pdn.png
Pins as bars on the die edge. Tap cells in gray.
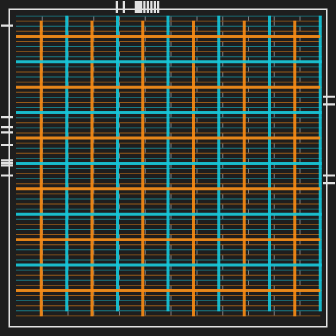
cell_classes.png
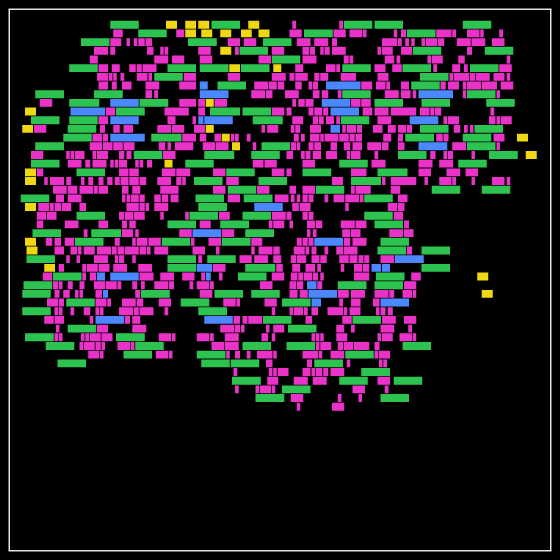
clock_map.png
The bar under the picture is 50 um long.
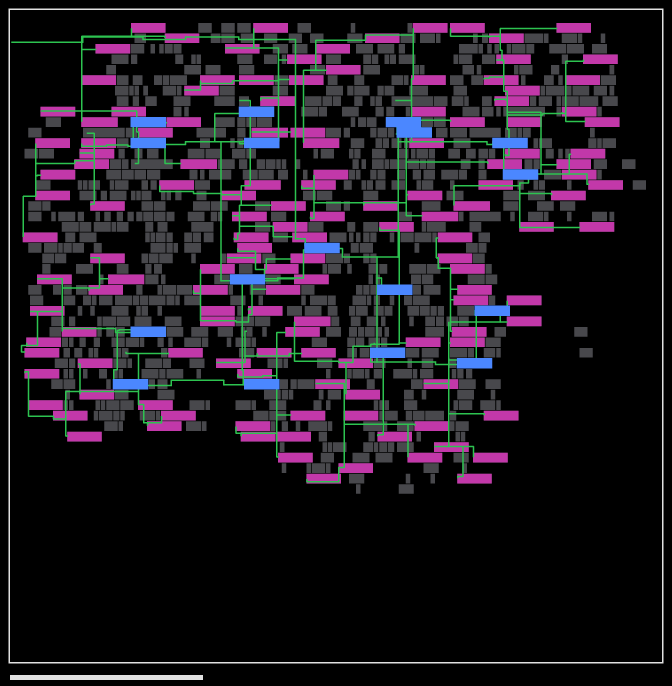
metal_stack.png
The bar under the picture is 50 um long.
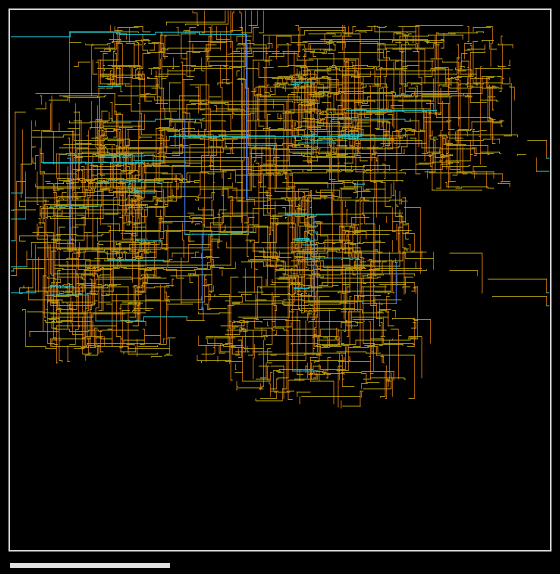
===== config.mk =====
export PLATFORM = sky130hd
export DESIGN_NAME = ccc_fabric_clkgen_flat
export DESIGN_NICKNAME = d
export VERILOG_FILES = /design/src/rtl/ccc_fabric_clkgen_pkg.sv /design/src/rtl/ccc_fabric_clkgen_if.sv /design/src/rtl/ccc_fabric_clkgen_chan.sv /design/src/rtl/ccc_fabric_clkgen.sv /design/src/flat_wrapper.sv
export SDC_FILE = /design/constraint.sdc
export NUM_CORES = 1
export LEC_CHECK = 0
export CORE_MARGIN = 3
export CORE_UTILIZATION = 31
export DETAILED_ROUTE_END_ITERATION = 12
export HOLD_SLACK_MARGIN = 0.15
export SLEW_MARGIN = 20
export SYNTH_ARGS = -nofsm -noshare
export SYNTH_HDL_FRONTEND = slang
export SYNTH_HIERARCHICAL = 1
export SYNTH_SLANG_ARGS = --single-unit

===== constraint.sdc =====
create_clock -name CLKA -period 13.6 [get_ports CLKA]
set_clock_uncertainty 0.2 [all_clocks]
set_input_delay 1.36 -clock CLKA [delete_from_list [all_inputs] [get_ports CLKA]]
set_output_delay 1.36 -clock CLKA [all_outputs]
set_load 0.05 [all_outputs]

===== src/rtl/ccc_fabric_clkgen_pkg.sv =====
// Shared types and helpers for the fabric clock-enable generator.
// Config fields are held at a fixed maximum width; DIV_W must not exceed CfgW.
package ccc_clkgen_pkg;

  localparam int unsigned CfgW = 16;

  typedef enum logic [1:0] {
    StInit,
    StRun,
    StPend,
    StSettle
  } clkgen_state_e;

  typedef struct packed {
    logic [CfgW-1:0] div;
    logic [CfgW-1:0] phase;
    logic            en;
  } chan_cfg_t;

  // A phase beyond the period end starts the channel on its last count.
  function automatic logic [CfgW-1:0] eff_phase(input logic [CfgW-1:0] div,
                                                input logic [CfgW-1:0] phase);
    return (phase > div) ? div : phase;
  endfunction

  // Number of counts per period for which gl is high: (div + 2) >> 1.
  function automatic logic [CfgW-1:0] hi_count(input logic [CfgW-1:0] div);
    logic [CfgW:0] sum;
    sum = {1'b0, div} + (CfgW + 1)'(2);
    return sum[CfgW:1];
  endfunction

endpackage


===== src/rtl/ccc_fabric_clkgen_if.sv =====
// Configuration valid/ready channel into the fabric clock-enable generator.
interface ccc_fabric_clkgen_if #(
  parameter int unsigned NUM_CH = 3,
  parameter int unsigned DIV_W  = 5
) ();

  localparam int unsigned ChW = (NUM_CH > 1) ? $clog2(NUM_CH) : 1;

  logic             cfg_valid;
  logic             cfg_ready;
  logic [ChW-1:0]   cfg_ch;
  logic [DIV_W-1:0] cfg_div;
  logic [DIV_W-1:0] cfg_phase;
  logic             cfg_en;

  modport master (
    output cfg_valid,
    output cfg_ch,
    output cfg_div,
    output cfg_phase,
    output cfg_en,
    input  cfg_ready
  );

  modport slave (
    input  cfg_valid,
    input  cfg_ch,
    input  cfg_div,
    input  cfg_phase,
    input  cfg_en,
    output cfg_ready
  );

endinterface


===== src/rtl/ccc_fabric_clkgen_chan.sv =====
// One divider channel: period counter plus registered ce/gl derived from the counter state.
module ccc_clkgen_chan
  import ccc_clkgen_pkg::*;
#(
  parameter int unsigned DIV_W       = 5,
  parameter int unsigned DEFAULT_DIV = 3,
  parameter bit          DEFAULT_EN  = 1'b1
) (
  input  logic      clk,
  input  logic      rst,
  input  logic      run,
  input  logic      load,
  input  logic      apply,
  input  chan_cfg_t new_cfg,
  output logic      en,
  output logic      wrap,
  output logic      ce,
  output logic      gl
);

  chan_cfg_t        cfg_q, cfg_d;
  logic [DIV_W-1:0] cnt_q, cnt_d;
  logic             start;
  logic             active;
  logic             ce_d, gl_d;

  assign start = load | apply;

  // ce/gl are computed from the next count so they line up with cnt_q in the same cycle.
  always_comb begin
    cfg_d  = cfg_q;
    cnt_d  = cnt_q;
    if (apply) begin
      cfg_d = new_cfg;
    end
    if (!cfg_d.en || !(run || start)) begin
      cnt_d = '0;
    end else if (start) begin
      cnt_d = DIV_W'(eff_phase(cfg_d.div, cfg_d.phase));
    end else if (CfgW'(cnt_q) == cfg_q.div) begin
      cnt_d = '0;
    end else begin
      cnt_d = cnt_q + DIV_W'(1);
    end
    active = cfg_d.en & (run | start);
    ce_d   = active & (cnt_d == '0);
    gl_d   = active & (CfgW'(cnt_d) < hi_count(cfg_d.div));
  end

  assign en   = cfg_q.en;
  assign wrap = cfg_q.en & run & (CfgW'(cnt_q) == cfg_q.div);

  always_ff @(posedge clk or posedge rst) begin
    if (rst) begin
      cfg_q <= '{div: CfgW'(DEFAULT_DIV), phase: '0, en: DEFAULT_EN};
      cnt_q <= '0;
      ce    <= 1'b0;
      gl    <= 1'b0;
    end else begin
      cfg_q <= cfg_d;
      cnt_q <= cnt_d;
      ce    <= ce_d;
      gl    <= gl_d;
    end
  end

endmodule


===== src/rtl/ccc_fabric_clkgen.sv =====
// Multi-channel fabric clock-enable / divided-clock generator with glitch-free
// reconfiguration on the target channel's period boundary.
module ccc_fabric_clkgen
  import ccc_clkgen_pkg::*;
#(
  parameter int unsigned NUM_CH      = 3,
  parameter int unsigned DIV_W       = 5,
  parameter int unsigned DEFAULT_DIV = 3,
  parameter bit          DEFAULT_EN  = 1'b1,
  parameter int unsigned LOCK_CYCLES = 8
) (
  input  logic                CLKA,
  input  logic                RESET,
  ccc_fabric_clkgen_if.slave  cfg,
  output logic [NUM_CH-1:0]   ce,
  output logic [NUM_CH-1:0]   gl,
  output logic                lock
);

  localparam int unsigned ChW  = (NUM_CH > 1) ? $clog2(NUM_CH) : 1;
  localparam int unsigned SetW = $clog2(LOCK_CYCLES + 1);
  localparam logic [SetW-1:0] SetLast = SetW'(LOCK_CYCLES - 1);

  clkgen_state_e    state_q, state_d;
  logic [SetW-1:0]  settle_q, settle_d;
  chan_cfg_t        shadow_q, shadow_d;
  logic [ChW-1:0]   sch_q, sch_d;

  logic              run, load, apply, ready;
  logic              in_range;
  logic [NUM_CH-1:0] chan_en, chan_wrap, apply_vec;

  assign run      = (state_q != StInit);
  assign in_range = (int'(cfg.cfg_ch) < int'(NUM_CH));

  always_comb begin
    state_d  = state_q;
    settle_d = settle_q;
    shadow_d = shadow_q;
    sch_d    = sch_q;
    load     = 1'b0;
    apply    = 1'b0;
    ready    = 1'b0;
    lock     = 1'b0;
    unique case (state_q)
      StInit: begin
        settle_d = settle_q + SetW'(1);
        if (settle_q == SetLast) begin
          state_d  = StRun;
          settle_d = '0;
          load     = 1'b1;
        end
      end
      StRun: begin
        ready = 1'b1;
        lock  = 1'b1;
        // Out-of-range channel numbers are accepted and dropped.
        if (cfg.cfg_valid && in_range) begin
          shadow_d = '{div: CfgW'(cfg.cfg_div), phase: CfgW'(cfg.cfg_phase), en: cfg.cfg_en};
          sch_d    = cfg.cfg_ch;
          state_d  = StPend;
        end
      end
      StPend: begin
        if (!chan_en[sch_q] || chan_wrap[sch_q]) begin
          apply    = 1'b1;
          settle_d = '0;
          state_d  = StSettle;
        end
      end
      StSettle: begin
        settle_d = settle_q + SetW'(1);
        if (settle_q == SetLast) begin
          state_d  = StRun;
          settle_d = '0;
        end
      end
      default: begin
        state_d = StInit;
      end
    endcase
  end

  assign cfg.cfg_ready = ready;

  always_ff @(posedge CLKA or posedge RESET) begin
    if (RESET) begin
      state_q  <= StInit;
      settle_q <= '0;
      shadow_q <= '0;
      sch_q    <= '0;
    end else begin
      state_q  <= state_d;
      settle_q <= settle_d;
      shadow_q <= shadow_d;
      sch_q    <= sch_d;
    end
  end

  for (genvar i = 0; i < NUM_CH; i++) begin : g_chan
    assign apply_vec[i] = apply & (sch_q == ChW'(i));

    ccc_clkgen_chan #(
      .DIV_W       (DIV_W),
      .DEFAULT_DIV (DEFAULT_DIV),
      .DEFAULT_EN  (DEFAULT_EN)
    ) u_chan (
      .clk     (CLKA),
      .rst     (RESET),
      .run     (run),
      .load    (load),
      .apply   (apply_vec[i]),
      .new_cfg (shadow_q),
      .en      (chan_en[i]),
      .wrap    (chan_wrap[i]),
      .ce      (ce[i]),
      .gl      (gl[i])
    );
  end

endmodule

===== src/flat_wrapper.sv =====
// flat-port wrapper written by rule: the top's interface ports become plain ports
module ccc_fabric_clkgen_flat import ccc_clkgen_pkg::*;
#(
  parameter int unsigned NUM_CH      = 3,
  parameter int unsigned DIV_W       = 5,
  parameter int unsigned DEFAULT_DIV = 3,
  parameter bit          DEFAULT_EN  = 1'b1,
  parameter int unsigned LOCK_CYCLES = 8
)
  (CLKA, RESET, ce, gl, lock, cfg_cfg_valid, cfg_cfg_ch, cfg_cfg_div, cfg_cfg_phase, cfg_cfg_en, cfg_cfg_ready);
  ccc_fabric_clkgen_if #(.NUM_CH(NUM_CH), .DIV_W(DIV_W)) cfg_i ();
  input  logic CLKA;
  input  logic RESET;
  output logic [NUM_CH-1:0] ce;
  output logic [NUM_CH-1:0] gl;
  output logic lock;
  input wire logic [$bits(cfg_i.cfg_valid)-1:0] cfg_cfg_valid;
  input wire logic [$bits(cfg_i.cfg_ch)-1:0] cfg_cfg_ch;
  input wire logic [$bits(cfg_i.cfg_div)-1:0] cfg_cfg_div;
  input wire logic [$bits(cfg_i.cfg_phase)-1:0] cfg_cfg_phase;
  input wire logic [$bits(cfg_i.cfg_en)-1:0] cfg_cfg_en;
  output wire logic [$bits(cfg_i.cfg_ready)-1:0] cfg_cfg_ready;
  assign cfg_i.cfg_valid = cfg_cfg_valid;
  assign cfg_i.cfg_ch = cfg_cfg_ch;
  assign cfg_i.cfg_div = cfg_cfg_div;
  assign cfg_i.cfg_phase = cfg_cfg_phase;
  assign cfg_i.cfg_en = cfg_cfg_en;
  assign cfg_cfg_ready = cfg_i.cfg_ready;
  ccc_fabric_clkgen #(.NUM_CH(NUM_CH), .DIV_W(DIV_W), .DEFAULT_DIV(DEFAULT_DIV), .DEFAULT_EN(DEFAULT_EN), .LOCK_CYCLES(LOCK_CYCLES)) u_core (.CLKA(CLKA), .RESET(RESET), .cfg(cfg_i), .ce(ce), .gl(gl), .lock(lock));
endmodule

==> run summary <==
worst r2r path cells: 22
Core Area: 0.02613 mm^2
CP required: 13.74 ns
Min-Delay Path Class: register to register
CTS Sinks: 139
clock root buffer: clkbuf_16
DR top layer: met4
Die Width: 169.2 um
Most common cell on crit path: nor2_1
Reg clk slew, reported paths: 0.06 ns
GR Util All Layers: 13.72%
WL per Instance: 15.65 um
FFs w/ async S/R, synth: 100.0%
DR pass1 iterations: 5
Final #Nets: 927
outcome: finished, final reports clean
WL met3: 801 um
P_comb: 1.20 mW
chip area: 0.02862 mm^2
Rel. slew slack: 44.75%
Seq power: 734 uW
Slew @ Worst Pin: 0.8211 ns
hold slack final: 0.2999 ns
initial drt markers: 431
R2R Setup Slk: 7.32 ns
ys flop type: dfrtp_1
reg-to-reg endpoint: u_core/g_chan[1].u_chan/gl$_DFF_PP0_
Data arrival, critical path: 6.42 ns
DRC: 0
## Picture notes: pdn.png
VSS -> orange
VDD -> cyan
met4 straps = 12
rows = 59
tap cells = 335
signal pins = 24

## Picture notes: cell_classes.png
other buffers and delay cells -> yellow  # cells 29, share of their area 3.0%
clock drivers and dummy loads -> blue  # cells 32, share of their area 6.8%
all other logic -> magenta  # cells 654, share of their area 53%
flip-flops -> green  # cells 139, share of their area 38%

## Picture notes: clock_map.png
clock wires -> green  # length 2020 um
flip-flops -> magenta  # count 139
cells driving clock nets -> blue  # count 17
routed clock nets = 18

## Picture notes: metal_stack.png
met3 -> cyan  # wire length 801 um
met4 -> blue  # wire length 228 um
met2 -> orange  # wire length 8510 um
met1 -> yellow  # wire length 9070 um

-- cell usage in the layout (no fill, tap or decap), types with 6 or more instances in the layout --
master	synthesis	routed
nor2_1	28	28
o21ai_0	14	14
clkdlybuf4s50_1	0	23
inv_1	61	61
nor2b_1	7	7
mux2_1	8	8
nor3_2	5	6
o211ai_1	10	10
a31oi_1	6	6
and3_1	6	6
nand4_1	21	21
mux2i_2	12	12
dfstp_2	9	9
conb_1	1	66
mux2_2	56	56
a21oi_1	30	29
xnor2_1	31	31
inv_2	6	6
dfrtp_1	130	130
nand3_1	26	26
o21ai_1	7	7
nand2_1	23	23
buf_4	1	6
mux2i_1	43	43
clkbuf_16	0	17
nor3_1	15	14
nor4_1	14	14
ha_1	70	70
-- worst max-delay path by stage --
stage                                                      from                                   end  slack (ns)  depth (start not counted)
floorplan           u_core/g_chan[1].u_chan/cfg_q[29]$_DFF_PP0_  u_core/g_chan[1].u_chan/gl$_DFF_PP0_        7.73                         25
global placement    u_core/g_chan[1].u_chan/cfg_q[22]$_DFF_PP0_  u_core/g_chan[1].u_chan/gl$_DFF_PP0_        7.40                         22
detailed placement  u_core/g_chan[1].u_chan/cfg_q[28]$_DFF_PP0_  u_core/g_chan[1].u_chan/gl$_DFF_PP0_        7.35                         22
CTS                 u_core/g_chan[1].u_chan/cfg_q[28]$_DFF_PP0_  u_core/g_chan[1].u_chan/gl$_DFF_PP0_        7.32                         23
global route        u_core/g_chan[1].u_chan/cfg_q[22]$_DFF_PP0_  u_core/g_chan[1].u_chan/gl$_DFF_PP0_        6.83                         23
finish              u_core/g_chan[1].u_chan/cfg_q[28]$_DFF_PP0_  u_core/g_chan[1].u_chan/gl$_DFF_PP0_        7.32                         22
Power is estimated from default activity; no workload was simulated.
